## src/rtl/rggen_rtl_pkg.sv

```systemverilog
// Shared RgGen RTL types, plus the Avalon-MM response encoding used by the Avalon bridge.
package rggen_rtl_pkg;

  typedef enum logic [1:0] {
    RGGEN_READ  = 2'b10,
    RGGEN_WRITE = 2'b11
  } rggen_access;

  typedef enum logic [1:0] {
    RGGEN_OKAY         = 2'b00,
    RGGEN_EXOKAY       = 2'b01,
    RGGEN_SLAVE_ERROR  = 2'b10,
    RGGEN_DECODE_ERROR = 2'b11
  } rggen_status;

  localparam logic [1:0] RGGEN_AVALON_OKAY        = 2'b00;
  localparam logic [1:0] RGGEN_AVALON_SLAVEERROR  = 2'b10;
  localparam logic [1:0] RGGEN_AVALON_DECODEERROR = 2'b11;

endpackage

```

## src/rtl/rggen_avalon_if.sv

```systemverilog
// Avalon-MM host/agent signal bundle with read and write responses.
interface rggen_avalon_if #(
  parameter int ADDRESS_WIDTH = 16,
  parameter int BUS_WIDTH     = 32
);
  logic                     read;
  logic                     write;
  logic [ADDRESS_WIDTH-1:0] address;
  logic [BUS_WIDTH/8-1:0]   byteenable;
  logic [BUS_WIDTH-1:0]     writedata;
  logic                     waitrequest;
  logic                     readdatavalid;
  logic                     writeresponsevalid;
  logic [1:0]               response;
  logic [BUS_WIDTH-1:0]     readdata;

  modport host (
    output read, write, address, byteenable, writedata,
    input  waitrequest, readdatavalid, writeresponsevalid, response, readdata
  );

  modport agent (
    input  read, write, address, byteenable, writedata,
    output waitrequest, readdatavalid, writeresponsevalid, response, readdata
  );
endinterface

```

## src/rtl/rggen_bus_if.sv

```systemverilog
// RgGen register-bus request/response bundle.
interface rggen_bus_if #(
  parameter int ADDRESS_WIDTH = 16,
  parameter int BUS_WIDTH     = 32
);
  logic                            valid;
  rggen_rtl_pkg::rggen_access      access;
  logic [ADDRESS_WIDTH-1:0]        address;
  logic [BUS_WIDTH-1:0]            write_data;
  logic [BUS_WIDTH/8-1:0]          strobe;
  logic                            ready;
  rggen_rtl_pkg::rggen_status      status;
  logic [BUS_WIDTH-1:0]            read_data;

  modport master (
    output valid, access, address, write_data, strobe,
    input  ready, status, read_data
  );

  modport slave (
    input  valid, access, address, write_data, strobe,
    output ready, status, read_data
  );
endinterface

```

## src/rtl/rggen_avalon_timeout_monitor.sv

```systemverilog
// WAIT-phase response timeout counter and saturating orphan-response counter.
// Instantiated by the bridge only when RGGEN_AVALON_BRIDGE_TIMEOUT_EN is defined.
module rggen_avalon_timeout_monitor #(
  parameter int TIMEOUT_CYCLES = 256
) (
  input  logic clk_i,
  input  logic rst_n_i,
  input  logic wait_i,
  input  logic response_i,
  input  logic strobe_i,
  output logic timeout_o,
  output logic orphan_pending_o,
  output logic orphan_full_o
);

  localparam int                    CountWidth = $clog2(TIMEOUT_CYCLES);
  localparam logic [CountWidth-1:0] LastCount  = CountWidth'(TIMEOUT_CYCLES - 1);

  logic [CountWidth-1:0] count_q, count_d;
  logic [1:0]            orphan_q, orphan_d;
  logic                  orphan_retire;

  // A real response in the final WAIT cycle beats the timeout.
  assign timeout_o        = wait_i && !response_i && (count_q == LastCount);
  assign orphan_retire    = strobe_i && (orphan_q != 2'd0);
  assign orphan_pending_o = orphan_q != 2'd0;
  assign orphan_full_o    = orphan_q == 2'd3;

  always_comb begin
    count_d = '0;
    if (wait_i && !response_i && !timeout_o) begin
      count_d = count_q + CountWidth'(1);
    end
  end

  // Avalon responses are in order, so the oldest abandoned access consumes each strobe.
  always_comb begin
    orphan_d = orphan_q;
    if (timeout_o && !orphan_retire) begin
      if (orphan_q != 2'd3) begin
        orphan_d = orphan_q + 2'd1;
      end
    end else if (orphan_retire && !timeout_o) begin
      orphan_d = orphan_q - 2'd1;
    end
  end

  always_ff @(posedge clk_i or negedge rst_n_i) begin
    if (!rst_n_i) begin
      count_q  <= '0;
      orphan_q <= 2'd0;
    end else begin
      count_q  <= count_d;
      orphan_q <= orphan_d;
    end
  end

endmodule

```

## src/rtl/rggen_avalon_pipelined_bridge.sv

```systemverilog
// Registered RgGen bus to Avalon-MM host bridge: request slice plus registered response stage.
// Define RGGEN_AVALON_BRIDGE_TIMEOUT_EN to add the WAIT-phase response-timeout monitor.
module rggen_avalon_pipelined_bridge
  import rggen_rtl_pkg::*;
#(
  parameter int ADDRESS_WIDTH  = 16,
  parameter int BUS_WIDTH      = 32,
  parameter bit READ_STROBE    = 1'b1,
  parameter int TIMEOUT_CYCLES = 256
) (
  input logic          i_clk,
  input logic          i_rst_n,
  rggen_bus_if.slave   bus_if,
  rggen_avalon_if.host avalon_if
);

  typedef enum logic [1:0] {IDLE, REQUEST, WAIT, RESPOND} state_e;

  state_e                 state_q, state_d;
  logic                   read_q, read_d;
  logic                   write_q, write_d;
  logic [ADDRESS_WIDTH-1:0] address_q, address_d;
  logic [BUS_WIDTH-1:0]   writedata_q, writedata_d;
  logic [BUS_WIDTH/8-1:0] byteenable_q, byteenable_d;
  logic                   ready_q, ready_d;
  rggen_status            status_q, status_d;
  logic [BUS_WIDTH-1:0]   read_data_q, read_data_d;

  logic response_strobe;
  logic response_accept;
  logic capture_read;
  logic timeout;
  logic orphan_pending;
  logic orphan_full;

  assign response_strobe = avalon_if.readdatavalid | avalon_if.writeresponsevalid;
  assign response_accept = (state_q == WAIT) && response_strobe && !orphan_pending;
  assign capture_read    = bus_if.access == RGGEN_READ;

`ifdef RGGEN_AVALON_BRIDGE_TIMEOUT_EN
  rggen_avalon_timeout_monitor #(
    .TIMEOUT_CYCLES (TIMEOUT_CYCLES)
  ) u_timeout_monitor (
    .clk_i            (i_clk),
    .rst_n_i          (i_rst_n),
    .wait_i           (state_q == WAIT),
    .response_i       (response_accept),
    .strobe_i         (response_strobe),
    .timeout_o        (timeout),
    .orphan_pending_o (orphan_pending),
    .orphan_full_o    (orphan_full)
  );
`else
  assign timeout        = 1'b0;
  assign orphan_pending = 1'b0;
  assign orphan_full    = 1'b0;
`endif

  always_comb begin
    state_d      = state_q;
    read_d       = read_q;
    write_d      = write_q;
    address_d    = address_q;
    writedata_d  = writedata_q;
    byteenable_d = byteenable_q;
    ready_d      = 1'b0;
    status_d     = status_q;
    read_data_d  = read_data_q;
    case (state_q)
      IDLE: begin
        if (bus_if.valid && !orphan_full) begin
          state_d      = REQUEST;
          read_d       = capture_read;
          write_d      = !capture_read;
          address_d    = ADDRESS_WIDTH'(bus_if.address);
          writedata_d  = bus_if.write_data;
          byteenable_d = (capture_read && !READ_STROBE) ? '1 : bus_if.strobe;
        end
      end
      REQUEST: begin
        if (!avalon_if.waitrequest) begin
          state_d = WAIT;
          read_d  = 1'b0;
          write_d = 1'b0;
        end
      end
      WAIT: begin
        if (response_accept) begin
          state_d     = RESPOND;
          ready_d     = 1'b1;
          status_d    = rggen_status'(avalon_if.response);
          read_data_d = avalon_if.readdata;
        end else if (timeout) begin
          state_d     = RESPOND;
          ready_d     = 1'b1;
          status_d    = RGGEN_SLAVE_ERROR;
          read_data_d = '0;
        end
      end
      default: begin
        state_d = IDLE;
      end
    endcase
  end

  always_ff @(posedge i_clk or negedge i_rst_n) begin
    if (!i_rst_n) begin
      state_q      <= IDLE;
      read_q       <= 1'b0;
      write_q      <= 1'b0;
      address_q    <= '0;
      writedata_q  <= '0;
      byteenable_q <= '0;
      ready_q      <= 1'b0;
      status_q     <= RGGEN_OKAY;
      read_data_q  <= '0;
    end else begin
      state_q      <= state_d;
      read_q       <= read_d;
      write_q      <= write_d;
      address_q    <= address_d;
      writedata_q  <= writedata_d;
      byteenable_q <= byteenable_d;
      ready_q      <= ready_d;
      status_q     <= status_d;
      read_data_q  <= read_data_d;
    end
  end

  assign avalon_if.read       = read_q;
  assign avalon_if.write      = write_q;
  assign avalon_if.address    = address_q;
  assign avalon_if.writedata  = writedata_q;
  assign avalon_if.byteenable = byteenable_q;
  assign bus_if.ready         = ready_q;
  assign bus_if.status        = status_q;
  assign bus_if.read_data     = read_data_q;

  // A response strobe outside WAIT is only legal when it retires an abandoned access.
  a_address_width: assert property (@(posedge i_clk) $bits(avalon_if.address) == ADDRESS_WIDTH);
  a_stray_response: assert property (@(posedge i_clk) disable iff (!i_rst_n)
    !(response_strobe && (state_q != WAIT) && !orphan_pending));

endmodule

```

## src/flat_wrapper.sv

```systemverilog
// flat-port wrapper written by rule: the top's interface ports become plain ports
module rggen_avalon_pipelined_bridge_flat import rggen_rtl_pkg::*;
#(
  parameter int ADDRESS_WIDTH  = 16,
  parameter int BUS_WIDTH      = 32,
  parameter bit READ_STROBE    = 1'b1,
  parameter int TIMEOUT_CYCLES = 256
)
  (i_clk, i_rst_n, bus_if_valid, bus_if_access, bus_if_address, bus_if_write_data, bus_if_strobe, bus_if_ready, bus_if_status, bus_if_read_data, avalon_if_read, avalon_if_write, avalon_if_address, avalon_if_byteenable, avalon_if_writedata, avalon_if_waitrequest, avalon_if_readdatavalid, avalon_if_writeresponsevalid, avalon_if_response, avalon_if_readdata);
  rggen_bus_if #(.ADDRESS_WIDTH(ADDRESS_WIDTH), .BUS_WIDTH(BUS_WIDTH)) bus_if_i ();
  rggen_avalon_if #(.ADDRESS_WIDTH(ADDRESS_WIDTH), .BUS_WIDTH(BUS_WIDTH)) avalon_if_i ();
  input logic i_clk;
  input logic i_rst_n;
  input wire logic [$bits(bus_if_i.valid)-1:0] bus_if_valid;
  input wire logic [$bits(bus_if_i.access)-1:0] bus_if_access;
  input wire logic [$bits(bus_if_i.address)-1:0] bus_if_address;
  input wire logic [$bits(bus_if_i.write_data)-1:0] bus_if_write_data;
  input wire logic [$bits(bus_if_i.strobe)-1:0] bus_if_strobe;
  output wire logic [$bits(bus_if_i.ready)-1:0] bus_if_ready;
  output wire logic [$bits(bus_if_i.status)-1:0] bus_if_status;
  output wire logic [$bits(bus_if_i.read_data)-1:0] bus_if_read_data;
  output wire logic [$bits(avalon_if_i.read)-1:0] avalon_if_read;
  output wire logic [$bits(avalon_if_i.write)-1:0] avalon_if_write;
  output wire logic [$bits(avalon_if_i.address)-1:0] avalon_if_address;
  output wire logic [$bits(avalon_if_i.byteenable)-1:0] avalon_if_byteenable;
  output wire logic [$bits(avalon_if_i.writedata)-1:0] avalon_if_writedata;
  input wire logic [$bits(avalon_if_i.waitrequest)-1:0] avalon_if_waitrequest;
  input wire logic [$bits(avalon_if_i.readdatavalid)-1:0] avalon_if_readdatavalid;
  input wire logic [$bits(avalon_if_i.writeresponsevalid)-1:0] avalon_if_writeresponsevalid;
  input wire logic [$bits(avalon_if_i.response)-1:0] avalon_if_response;
  input wire logic [$bits(avalon_if_i.readdata)-1:0] avalon_if_readdata;
  assign bus_if_i.valid = bus_if_valid;
  assign bus_if_i.access = bus_if_access;
  assign bus_if_i.address = bus_if_address;
  assign bus_if_i.write_data = bus_if_write_data;
  assign bus_if_i.strobe = bus_if_strobe;
  assign bus_if_ready = bus_if_i.ready;
  assign bus_if_status = bus_if_i.status;
  assign bus_if_read_data = bus_if_i.read_data;
  assign avalon_if_read = avalon_if_i.read;
  assign avalon_if_write = avalon_if_i.write;
  assign avalon_if_address = avalon_if_i.address;
  assign avalon_if_byteenable = avalon_if_i.byteenable;
  assign avalon_if_writedata = avalon_if_i.writedata;
  assign avalon_if_i.waitrequest = avalon_if_waitrequest;
  assign avalon_if_i.readdatavalid = avalon_if_readdatavalid;
  assign avalon_if_i.writeresponsevalid = avalon_if_writeresponsevalid;
  assign avalon_if_i.response = avalon_if_response;
  assign avalon_if_i.readdata = avalon_if_readdata;
  rggen_avalon_pipelined_bridge #(.ADDRESS_WIDTH(ADDRESS_WIDTH), .BUS_WIDTH(BUS_WIDTH), .READ_STROBE(READ_STROBE), .TIMEOUT_CYCLES(TIMEOUT_CYCLES)) u_core (.i_clk(i_clk), .i_rst_n(i_rst_n), .bus_if(bus_if_i), .avalon_if(avalon_if_i));
endmodule
```

## config.mk

```make
export PLATFORM = sky130hd
export DESIGN_NAME = rggen_avalon_pipelined_bridge_flat
export DESIGN_NICKNAME = d
export VERILOG_FILES = /design/src/rtl/rggen_rtl_pkg.sv /design/src/rtl/rggen_avalon_if.sv /design/src/rtl/rggen_bus_if.sv /design/src/rtl/rggen_avalon_timeout_monitor.sv /design/src/rtl/rggen_avalon_pipelined_bridge.sv /design/src/flat_wrapper.sv
export SDC_FILE = /design/constraint.sdc
export NUM_CORES = 1
export LEC_CHECK = 0
export ABC_AREA = 1
export CORE_ASPECT_RATIO = 1.75
export CORE_MARGIN = 4
export CORE_UTILIZATION = 40
export DETAILED_ROUTE_END_ITERATION = 10
export GPL_TIMING_DRIVEN = 0
export PLACE_DENSITY = 0.8
export SYNTH_ARGS = -nofsm -noshare
export SYNTH_HDL_FRONTEND = slang
export SYNTH_HIERARCHICAL = 1
export SYNTH_SLANG_ARGS = --single-unit
```

## constraint.sdc

```tcl
create_clock -name i_clk -period 2 [get_ports i_clk]
set_clock_uncertainty 0.15 [all_clocks]
set_input_delay 0.4 -clock i_clk [delete_from_list [all_inputs] [get_ports i_clk]]
set_output_delay 0.4 -clock i_clk [all_outputs]
set_load 0.01 [all_outputs]
```

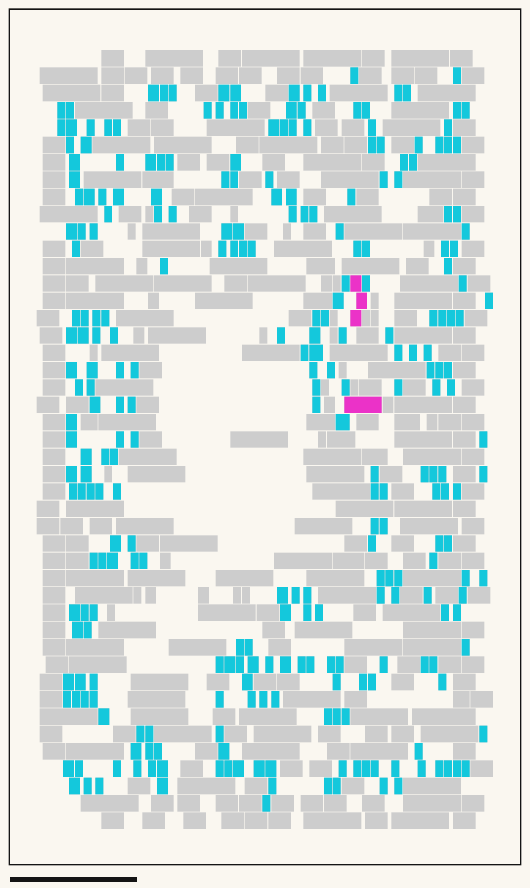
logic_types.png
The bar under the picture is 20 um long.
legend:
  NAND gates:
    color: cyan
    cells: 276
    where: all over the die
  inverting AOI/OAI gates:
    color: magenta
    cells: 4

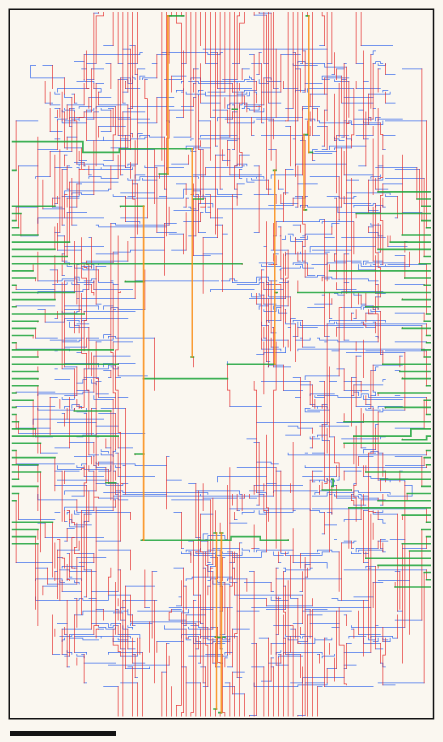
wires.png
The bar under the picture is 20 um long.
legend:
  metal 4:
    color: orange
    wire_length: 277 um
  metal 1:
    color: blue
    wire_length: 3780 um
  metal 2:
    color: red
    wire_length: 5470 um
  metal 3:
    color: green
    wire_length: 753 um

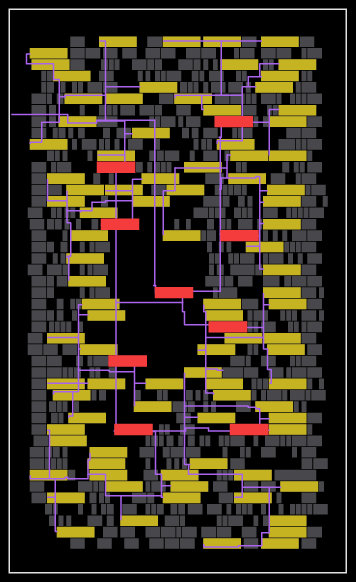
clk_routes.png
legend:
  clock drivers:
    color: red
    count: 9
  flip-flops:
    color: yellow
    count: 91
  clock wires:
    color: purple
    length: 996 um
flops lie: all over the die

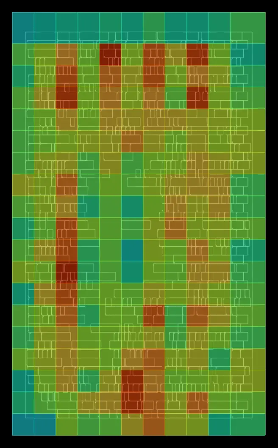
congestion.png
met2 Track Usage GR: 34.6%
DR WL/cell: 14.2 um
global routing's busiest layer: met2

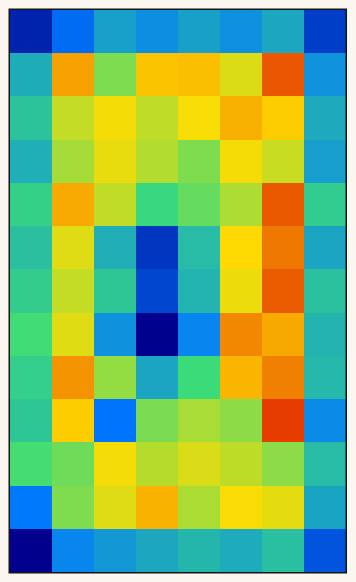
cell_density.png
The die is cut into 8 by 13 equal tiles; dark blue is low, red is high, 0 to 100% covered.
densest ninth of the die: right middle
mean over tiles: 54%
nearly empty tiles: 1.9%
tiles over 75% full: 18%

-- layer usage --
metal  track usage, %  up-vias
li1                 -     1657
met1             22.3     1576
met2             34.6      137
met3             4.84       20
met4             8.46        0
met5                0        -
-- cells by family after synthesis --
kind of cell	after synthesis
AND-OR/OR-AND	4
adder cells (fa/ha/maj)	4
buffers and inverters	32
flip-flops	91
AND/OR/NAND/NOR	278
-- stage by stage --
step	power, mW	util, %	setup WS [ps]	TNS, ps
6_report	8.90	67.1	207	0
4_1_cts	9.04	67.1	178	0
5_1_grt	9.58	67.1	48.8	0
3_5_place_dp	7.47	63.9	98.4	0
3_3_place_gp	7.29	63.6	-2800	-254050
2_1_floorplan	5.02	-	582	0
==> out/summary.txt <==
First-pass DRT Iterations = 4
CP peak stage delay = 550 ps
Non-clk bufs = 206
area reported by Yosys stat = 0.00363 mm2
Cell Chain, Critical Path = clkdlybuf4s50_1
clock transition at the registers of the reported paths = 60 ps
Area leader share = 62.7%
Biggest consumer = combinational logic
xor+xnor area frac = 0%
Synth Cell Area = 0.00363 mm2
largest fanout on the critical path = 2
metal2 WL = 5470 um
Post-Synthesis Cells = 409
sequential share of power = 35.9%
sequential share of cell area = 38.6%
Relative slew margins = 70.7%
placed insts = 708
pin count of the biggest net entering global routing = 61
CP bufs+invs = 1
wire length on met3 = 752 um
DR vias = 3390
CTS root buffer = clkbuf_16
DR DRC count = 0
post-DP HPWL = 8070 um
Worst Hold Class = in -> reg
via/cell ratio = 4.69
Comb area = 0.00120 mm2
critical path's top delay family = buffers and inverters
Complex Gates by Area = 0.861%
Max IR drop VDD = 0.868 mV
WP data required = 1450 ps
CTS tree = yes
post-synth top area cell = dfrtp_1
status = finished clean
layout filler cell count = 743
leading cell types by count after synthesis = 220 x nand2_1, 91 x dfrtp_1, 54 x nand3_1
global-route wire length before repair = 16500 um
switching power = 3.12 mW
Finish-stage setup viols = 0
mux share = 0%
Ys Warns = 6
CP Capture Type = output port
R2R depth = 7
Synth top cell by count = nand2_1
Final min period = 1790 ps
total die size = 0.0107 mm2
R2R setup slack = 210 ps
Setup crit end = avalon_if_writedata[30]
DP Area = 0.00562 mm2
buffer share of cell area = 33.4%
floorplan net count = 507
max layer used = met4
Top cells by area = dfrtp_1 63%, nand2_1 23%, nand3_1 7.4%, ha_1 1.4%, buf_2 1.2%
1st-iter DRT viols = 179
logic share of the area = 20.3%
Worst EP arrival = 1240 ps
CTS Sinks = 91
Leak Pwr = 2.89 nW
Logic Gate Count = 286
Tcrit/Tclk final = 89.7%
CP max-delay cell = clkdlybuf4s50_1
Seq power = 3.19 mW
AND/OR/NAND/NOR Cells, Area Fraction = 30.7%
Late-Pin Clk Latency = 320 ps
worst-margin pin slew = 439 ps
Clock group = 1.52 mW
CP Launch Type = flip-flop
Log Warnings = 29
Design Area, Final = 0.00589 mm2
cell depth of the worst setup path = 1
registers = 91
No activity file was given, so power comes from the tool's default toggle rates.
